$ cat src/rtl/lockpick_player.sv
// lockpick_player: drives two 256-bit keys byte-by-byte into the lockpick game core,
// then captures and decodes the game's 32-byte result frame.
module lockpick_player #(
    parameter int PACE           = 0,
    parameter int TIMEOUT_CYCLES = 64
) (
    input  logic         clk,
    input  logic         rst,
    input  logic         go,
    input  logic [255:0] key_a,
    input  logic [255:0] key_b,
    output logic         game_start,
    output logic         game_input_enable,
    output logic [7:0]   game_input_data,
    input  logic         game_output_valid,
    input  logic [7:0]   game_output_data,
    input  logic [1:0]   game_status,
    output logic         busy,
    output logic         done,
    output logic [1:0]   result,
    output logic [31:0]  rx_msg,
    output logic         msg_error,
    output logic         session_open
);
    localparam int PW = $clog2(PACE + 2);
    localparam int TW = $clog2(TIMEOUT_CYCLES + 1);
    localparam logic [PW-1:0] PACE_L  = PW'(PACE);
    localparam logic [TW-1:0] TO_LAST = TW'(TIMEOUT_CYCLES - 1);

    typedef enum logic [2:0] {IDLE, START, SEND_A, SEND_B, WAIT_RESP, RECV, DONE} state_t;
    state_t state, state_n;

    logic [255:0]  ka, kb;
    logic [4:0]    idx, idx_n, rcnt, lane;
    logic [PW-1:0] pcnt;
    logic [TW-1:0] tcnt;
    logic          accept, sending, paced, last_byte, first, step, byte_bad, frame_ok, fault;
    logic [1:0]    decoded;

    assign accept    = go && (state == IDLE || state == DONE);
    assign sending   = state == SEND_A || state == SEND_B;
    assign paced     = pcnt == PACE_L;
    assign last_byte = idx == 5'd31;
    // byte 0 of A goes out on the edge that enters SEND_A, so it follows game_start directly
    assign first     = (accept && session_open) || state == START;
    assign step      = sending && paced && !(state == SEND_B && last_byte);
    assign idx_n     = idx + 5'd1;
    assign lane      = {rcnt[1:0], 3'b000};
    assign byte_bad  = rcnt > 5'd3 && game_output_data != rx_msg[lane +: 8];
    assign decoded   = rx_msg == 32'hFACE_FACE ? 2'b10 :
                       rx_msg == 32'hBAD0_BAD0 ? 2'b01 :
                       rx_msg == 32'hDEAD_DEAD ? 2'b11 : 2'b00;
    assign frame_ok  = !msg_error && !byte_bad && decoded != 2'b00 && decoded == game_status;
    assign fault     = !game_output_valid && (state == RECV || (state == WAIT_RESP && tcnt == TO_LAST));

    always_ff @(posedge clk or negedge rst) begin
        if (!rst) state <= IDLE;
        else      state <= state_n;
    end

    always_comb begin
        state_n    = state;
        game_start = state == START;
        busy       = state != IDLE && state != DONE;
        case (state)
            IDLE, DONE: state_n = go ? (session_open ? SEND_A : START) : state;
            START:      state_n = SEND_A;
            SEND_A:     state_n = (paced && last_byte) ? SEND_B : SEND_A;
            SEND_B:     state_n = (paced && last_byte) ? WAIT_RESP : SEND_B;
            WAIT_RESP:  state_n = game_output_valid ? RECV : (tcnt == TO_LAST ? DONE : WAIT_RESP);
            RECV:       state_n = (!game_output_valid || rcnt == 5'd31) ? DONE : RECV;
            default:    state_n = IDLE;
        endcase
    end

    always_ff @(posedge clk or negedge rst) begin
        if (!rst) begin
            ka                <= '0;
            kb                <= '0;
            idx               <= '0;
            rcnt              <= '0;
            pcnt              <= '0;
            tcnt              <= '0;
            game_input_enable <= 1'b0;
            game_input_data   <= '0;
            done              <= 1'b0;
            result            <= '0;
            rx_msg            <= '0;
            msg_error         <= 1'b0;
            session_open      <= 1'b0;
        end else begin
            done              <= 1'b0;
            game_input_enable <= first || step;
            tcnt              <= state == WAIT_RESP ? tcnt + TW'(1) : '0;
            if (accept) begin
                ka        <= key_a;
                kb        <= key_b;
                result    <= 2'b00;
                rx_msg    <= '0;
                msg_error <= 1'b0;
            end
            if (first) begin
                game_input_data <= state == START ? ka[7:0] : key_a[7:0];
                idx             <= '0;
                pcnt            <= '0;
            end else if (step) begin
                game_input_data <= (state == SEND_A && !last_byte) ? ka[{idx_n, 3'b000} +: 8]
                                                                   : kb[{idx_n, 3'b000} +: 8];
                idx             <= idx_n;
                pcnt            <= '0;
            end else if (sending) begin
                pcnt <= pcnt + PW'(1);
            end
            if (state == START) session_open <= 1'b1;
            if (state == WAIT_RESP && game_output_valid) begin
                rx_msg[7:0] <= game_output_data;
                rcnt        <= 5'd1;
            end
            if (fault) begin
                done         <= 1'b1;
                result       <= 2'b00;
                msg_error    <= 1'b1;
                session_open <= 1'b0;
            end
            if (state == RECV && game_output_valid) begin
                rcnt <= rcnt + 5'd1;
                if (rcnt < 5'd4) rx_msg[lane +: 8] <= game_output_data;
                else if (byte_bad) msg_error <= 1'b1;
                if (rcnt == 5'd31) begin
                    done         <= 1'b1;
                    result       <= frame_ok ? decoded : 2'b00;
                    msg_error    <= !frame_ok;
                    session_open <= frame_ok && decoded == 2'b01;
                end
            end
        end
    end
endmodule

$ cat config.mk
export PLATFORM = sky130hd
export DESIGN_NAME = lockpick_player
export DESIGN_NICKNAME = d
export VERILOG_FILES = /design/src/rtl/lockpick_player.sv
export SDC_FILE = /design/constraint.sdc
export NUM_CORES = 1
export LEC_CHECK = 0
export CAP_MARGIN = 25
export CORE_MARGIN = 2
export CORE_UTILIZATION = 47
export CTS_CLUSTER_DIAMETER = 150
export DETAILED_ROUTE_END_ITERATION = 7
export PLACE_DENSITY = 0.78
export SYNTH_ARGS = -nofsm -noshare
export SYNTH_HDL_FRONTEND = slang
export SYNTH_SLANG_ARGS = --single-unit
$ cat constraint.sdc
create_clock -name clk -period 3.3 [get_ports clk]
set_clock_uncertainty 0.05 [all_clocks]
set_input_delay 0.495 -clock clk [delete_from_list [all_inputs] [get_ports clk]]
set_output_delay 0.495 -clock clk [all_outputs]
set_load 0.02 [all_outputs]
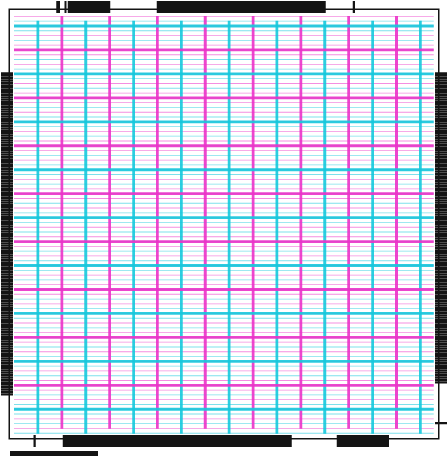
(run_1/floorplan.png)
Bar = 50 um. Pins as bars on the die edge.
| colour | net |
|---|---|
| magenta | VDD |
| cyan | VSS |
signal pins: 574
rows: 87
met5 straps: 17

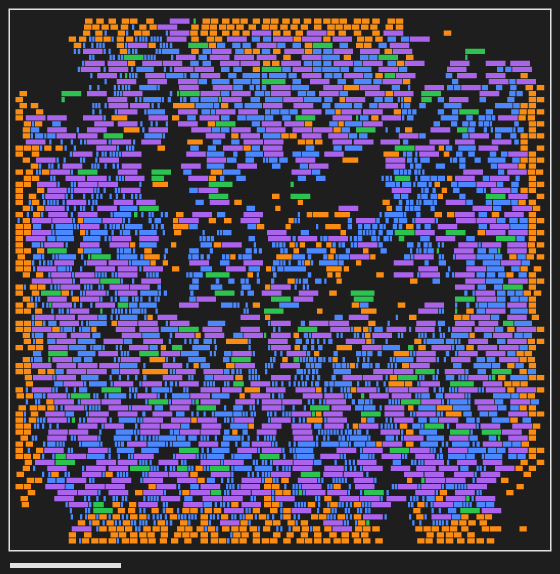
(run_1/class_map.png)
Bar = 50 um.
| colour | class | cells |
|---|---|---|
| orange | remaining buffers and delay cells | 675 |
| purple | registers | 579 |
| green | clock drivers and dummy loads | 110 |
| blue | remaining logic cells | 1725 |

==> results.cfg, run 1 <==
; implementation run metrics
[layout]
nNetsFinal = 3577
area_growth_pct = 35.0
fill_cells = 4365
final-comb-area_um2 = 11900
drive_gt1_share_pct = 19.4
top_regs = ka: 256 flops, kb: 256 flops, rx_msg: 32 flops

[power_and_ir_drop]
swShare_pct = 36.9
power_frac_comb_pct = 45.7
power.density_nw_per_um2 = 998
seqPwrFrac_pct = 35.0

[global_route]
grt_pass1_vias = 22300
grt_pass1_wl_mm = 135
track_usage_pct = 30.1
grt_max_degree = 136
grt_antenna_before_repair = 17

[route]
drc = 0
wirelength_mm = 89.1
drt-vias-per-instance = 5.58
drt-initial-drc-count = 1825
dr.max_layer_used = met5
routedWlPerCell_um = 23.1
ant_nets = 0
wl_met1_mm = 34.4
route.met2.wl_mm = 43.7

[timing]
slew_viol_final = 0
final.min_clock_period_ns = 3.29
max_slew_margin_pct = 29.7
fmax_ghz = 0.304
hold_viol_final = 0

[yosys]
synthXorXnorAreaFrac_pct = 0.620
synth_area_um2 = 26800
ys.flop_type = dfrtp_1
simple_gate_area_share_pct = 17.7
synth_nets = 2991
logic_family = multiplexers
synthAdderAreaFrac_pct = 0.419
yosys.area_share.aoi_pct = 4.12
ys_warn_count = 0
ys.flops = 579
ys_types = 64
yosys_cells = 2456
synthCells = 2456
syn_avg_cell_area_um2 = 10.9

[clocking]
root_buffer = clkbuf_16
htreeDepth = 2
clk_pin_slew_ns = 0.06
cts_made_buffers = 61
ctsLongestPathBuffers = 3

[setup_path]
crit_start = idx[0]
crit_path_end = game_input_data[6]
reg2reg_slack_ns = 0.009
crit_required_ns = 3.78
rr_endpoint = game_input_data[6]

[die]
ios = 574
die_h_um = 243
chipWidth_um = 243

[placed_design]
gp_congestion = 0.929

[hold_path]
min_path_type = in2reg
min_path_cells = 3

[outcome]
outcome = completed
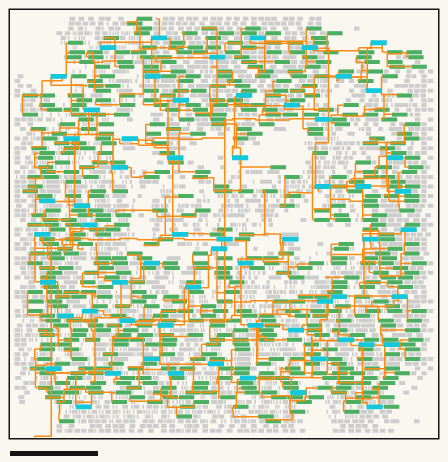
(run_1/clock_wires.png)
Bar = 50 um.
[cyan] clock-net drivers | count: 61
[orange] clock wires | length: 7360 um
[green] flip-flops | count: 579
routed clock nets: 62

[run 1: Yosys cell counts, types with 6 or more instances]
| library cell | instances | area share [%] |
|---|---|---|
| buf_1 | 9 | 0.13 |
| buf_2 | 56 | 1.0 |
| a221oi_1 | 7 | 0.23 |
| nand2b_1 | 6 | 0.14 |
| ha_1 | 9 | 0.42 |
| nand2_1 | 986 | 14 |
| o21ai_0 | 18 | 0.34 |
| nor2b_1 | 8 | 0.19 |
| xnor2_1 | 14 | 0.46 |
| buf_6 | 8 | 0.34 |
| a211oi_1 | 10 | 0.28 |
| and3_1 | 7 | 0.16 |
| nand4_1 | 7 | 0.16 |
| nor3_1 | 27 | 0.50 |
| mux2i_1 | 12 | 0.45 |
| nand3_1 | 34 | 0.63 |
| clkbuf_1 | 71 | 0.99 |
| o221ai_1 | 6 | 0.20 |
| a22oi_1 | 13 | 0.36 |
| o22ai_1 | 9 | 0.21 |
| dfrtp_1 | 579 | 54 |
| mux4_2 | 125 | 10 |
| mux2_2 | 223 | 9.4 |
| nor4_1 | 8 | 0.19 |
| inv_1 | 9 | 0.13 |
| a21oi_1 | 27 | 0.50 |
| a22o_1 | 35 | 1.1 |
| nor2_1 | 58 | 0.81 |
[run 1: logic make-up (layout without fill, tap and decap cells)]
logic type                 count (synthesis)  in the layout
muxes                                    360            360
other                                      0              8
adders and majority gates                  9              9
buffers and inverters                    161            794
DFF                                      579            579
AOI/OAI and AO/OA                        154            154
and+or+nand+nor                         1174           1174
xor gates and xnor gates                  19             19
[run 1: metal layers]
layer | up-vias | GRT usage, %
met5 | - | 0
met4 | 18 | 13.1
met3 | 223 | 6.82
met2 | 942 | 49.6
met1 | 10700 | 38.2
li1 | 9584 | -
[run 1: stage by stage]
stage,power (mW),setup TNS [ns],area [um^2],std cells,utilization [%]
after CTS,35.8,-0.0187,36000,3840,63.9
after detailed placement,28.1,-0.666,33800,3720,59.9
final,36.2,0,36200,3853,64.3
after global placement,27.6,-0.138,33800,3720,59.9
after global routing,38.2,-0.487,36200,3850,64.3
after floorplan,22.1,0,26800,2456,-
[run 1: area by class of cell]
cell class	count	area share, %
Timing Repair Buffer	675	19.0
Multi-Input combinational cell	1716	32.7
Clock buffer	88	4.85
Inverter	9	0.0932
Clock inverter	22	0.742
Tap cell	756	2.61
Sequential cell	579	40.0
Antenna cell	8	0.0552
[run 1: critical path, cell delays in order, from the launching register on]
cell	delay [ns]
dfrtp_4	0.50
ha_4	0.17
and3_4	0.18
ha_4	0.16
nor4b_4	0.23
buf_4	0.16
buf_12	0.13
buf_12	0.12
mux4_2	0.51
nor2b_2	0.16
nor4_2	0.06
o21ai_1	0.15
buf_4	0.16
o211ai_1	0.09
a221o_1	0.35
[run 1: power by group through the flow]
stage | Sequential, mW | Combinational [mW] | Clock (mW)
after detailed placement | 12.7 | 15.4 | 0
after global routing | 13.0 | 17.8 | 7.41
after global placement | 12.6 | 15.0 | 0
after CTS | 12.6 | 16.0 | 7.11
final | 12.7 | 16.5 | 7.00
after floorplan | 11.7 | 10.4 | 0
## Run 2: what changed since run 1
--- a/config.mk
+++ b/config.mk
@@ -5,12 +5,13 @@
 export SDC_FILE = /design/constraint.sdc
 export NUM_CORES = 1
 export LEC_CHECK = 0
+export ABC_AREA = 1
 export CAP_MARGIN = 25
 export CORE_MARGIN = 2
 export CORE_UTILIZATION = 47
 export CTS_CLUSTER_DIAMETER = 150
 export DETAILED_ROUTE_END_ITERATION = 7
-export PLACE_DENSITY = 0.78
+export PLACE_DENSITY = 0.77
 export SYNTH_ARGS = -nofsm -noshare
 export SYNTH_HDL_FRONTEND = slang
 export SYNTH_SLANG_ARGS = --single-unit
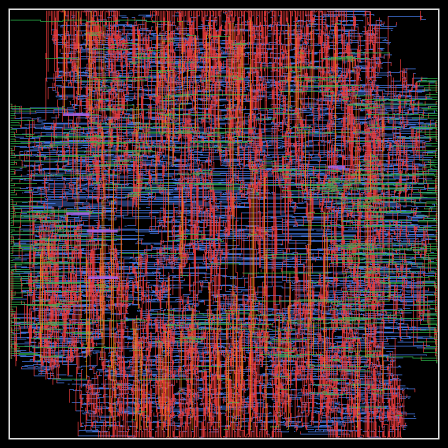
(run_2/layers.png)
| colour | layer | wire length |
|---|---|---|
| purple | M5 | 66.2 um |
| red | M2 | 46.9 mm |
| blue | M1 | 42.7 mm |
| green | M3 | 8360 um |
| orange | M4 | 5250 um |

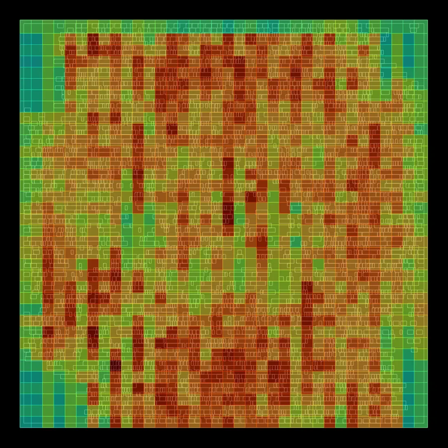
(run_2/congestion_map.png)
grt met1 use: 44.7%
fin util: 61.7%

==> run 2 against run 1 <==
  * Die area is 5.6% higher
  * Wire length is 16% higher
  * Power is 0.77% higher
  * Via count is 26% higher
  * Sequential cell count stayed put
==> results.cfg, run 2 <==
; implementation run metrics
[outcome]
outcome = completed

[yosys]
netlist.area_leader.share_pct = 51.1
synth_area_um2 = 28400
yosys_cells = 3702
largest_area_cell = dfrtp_1
syn_avg_cell_area_um2 = 7.66
ys_types = 39
ys_warn_count = 0
ys.flops = 579
synthCells = 3702
ys_top_cells_by_count = nand2_1, dfrtp_1, o21ai_0, inv_1, nand3_1
synth_nets = 4237

[clocking]
ctsLongestPathBuffers = 3
root_buffer = clkbuf_16
clk_pin_slew_ns = 0.06
cts_made_buffers = 61
htreeDepth = 2

[global_route]
track_usage_pct = 32.8
grt_max_degree = 256
grt_pass1_vias = 26600
grt_util_met3_pct = 6.06
top_usage_layer = met2
grt_pass1_wl_mm = 157
use_met2_pct = 50.8

[layout]
final_area_um2 = 37000
drive_gt1_share_pct = 4.94
fin_cells = 5022
nNetsFinal = 4724

[timing]
max_slew_margin_pct = 32.8
hold_viol_final = 0
slew_viol_final = 0
tns_ns = 0
fmax_ghz = 0.319

[hold_path]
min_path_cells = 3
min_path_type = in2reg

[route]
drt-vias-per-instance = 5.39
wirelength_mm = 103
drc = 0
drt-initial-drc-count = 3069
routedWlPerCell_um = 20.6

[placed_design]
dp_cells = 4906
place_area_um2 = 34900
gp_congestion = 0.947

[setup_path]
crit_path_end = game_input_data[2]
crit_start = idx[0]
rr_endpoint = game_input_data[2]

[power_and_ir_drop]
swShare_pct = 44.1
power.density_nw_per_um2 = 985
seqPwrFrac_pct = 32.3

[die]
ios = 574
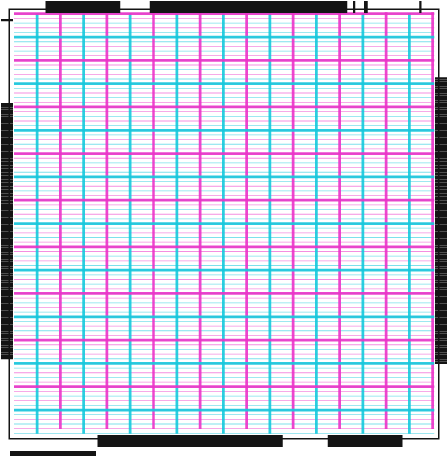
(run_2/floorplan.png)
Bar = 50 um. Pins as bars on the die edge.
| colour | net |
|---|---|
| cyan | VSS |
| magenta | VDD |
met1 rails: 91
met5 straps: 18
met4 straps: 18
Core Area: 60000 um^2
chip width: 250 um

## run 2: layout make-up
type                    count  area, um^2
clock inverters            23         272
inverters                 444        1680
diodes                      6        15.0
fillers                  5250       23000
clock buffers              85        1760
multi-input cells        2443       11100
flip-flops and latches    579       14500
repair buffers            660        6730
well taps                 782         978
## run 2: worst min-delay path by stage
stage / startpoint / to / slack [ns]
floorplan: rst / done / 0.15
global placement: ka[210] / ka[210] / 0.40
detailed placement: ka[86] / ka[86] / 0.40
CTS: key_a[50] / ka[50] / 0.33
global route: key_a[30] / ka[30] / 0.35
finish: key_a[13] / ka[13] / 0.35
## run 2: cell families (layout without fill, tap and decap cells)
family / after synthesis / after routing / synth area share, %
adders and majority gates: 9 / 9 / 0.397
xor gates and xnor gates: 12 / 12 / 0.370
and+or+nand+nor: 1783 / 1783 / 26.0
buffers and inverters: 680 / 1212 / 9.97
DFF: 579 / 579 / 51.1
other: 0 / 6 / 0
AOI/OAI and AO/OA: 639 / 639 / 12.2
## run 2: through the flow
| stage | worst slack, ns | utilization (%) | hold WS, ns |
|---|---|---|---|
| 2_1_floorplan | 0.962 | - | 0.149 |
| 3_3_place_gp | 0.319 | 58.2 | 0.396 |
| 3_5_place_dp | 0.179 | 58.2 | 0.400 |
| 4_1_cts | 0.172 | 61.6 | 0.325 |
| 5_1_grt | 0.0253 | 61.7 | 0.352 |
| 6_report | 0.164 | 61.7 | 0.352 |
## run 2: routing by layer
metal,wire length (um),vias up
met3,8360,248
met2,46900,1257
li1,-,12800
met5,66,-
met4,5250,10
met1,42700,12800
## run 2: repair_timing
action,CTS,global route
resized,0,3
hold buffers,1,0
buffers inserted,0,0
endpoints found under the hold margin,44,0
setup endpoints to repair,0,1
## run 2: power groups by stage
stage	clock, mW	sequential, mW	combinational, mW
2_1_floorplan	0	11.4	11.3
3_3_place_gp	0	11.7	17.0
3_5_place_dp	0	11.8	17.2
4_1_cts	7.13	11.7	17.4
5_1_grt	7.41	12.0	19.6
6_report	7.07	11.8	17.6
## run 2: worst max-delay path: stages (launching register included)
cell      delay (ns)
dfrtp_4         0.49
ha_4            0.19
nand2_1         0.06
nor2_1          0.04
ha_1            0.20
clkinv_1        0.09
nand3_4         0.16
buf_6           0.21
buf_16          0.17
buf_12          0.20
o21ai_0         0.42
nand3_1         0.14
nand3_1         0.15
nand3_1         0.13
nand3_1         0.10
nand3_1         0.06
nand2_1         0.08
nand2_1         0.04
Power and IR drop assume default switching activity.
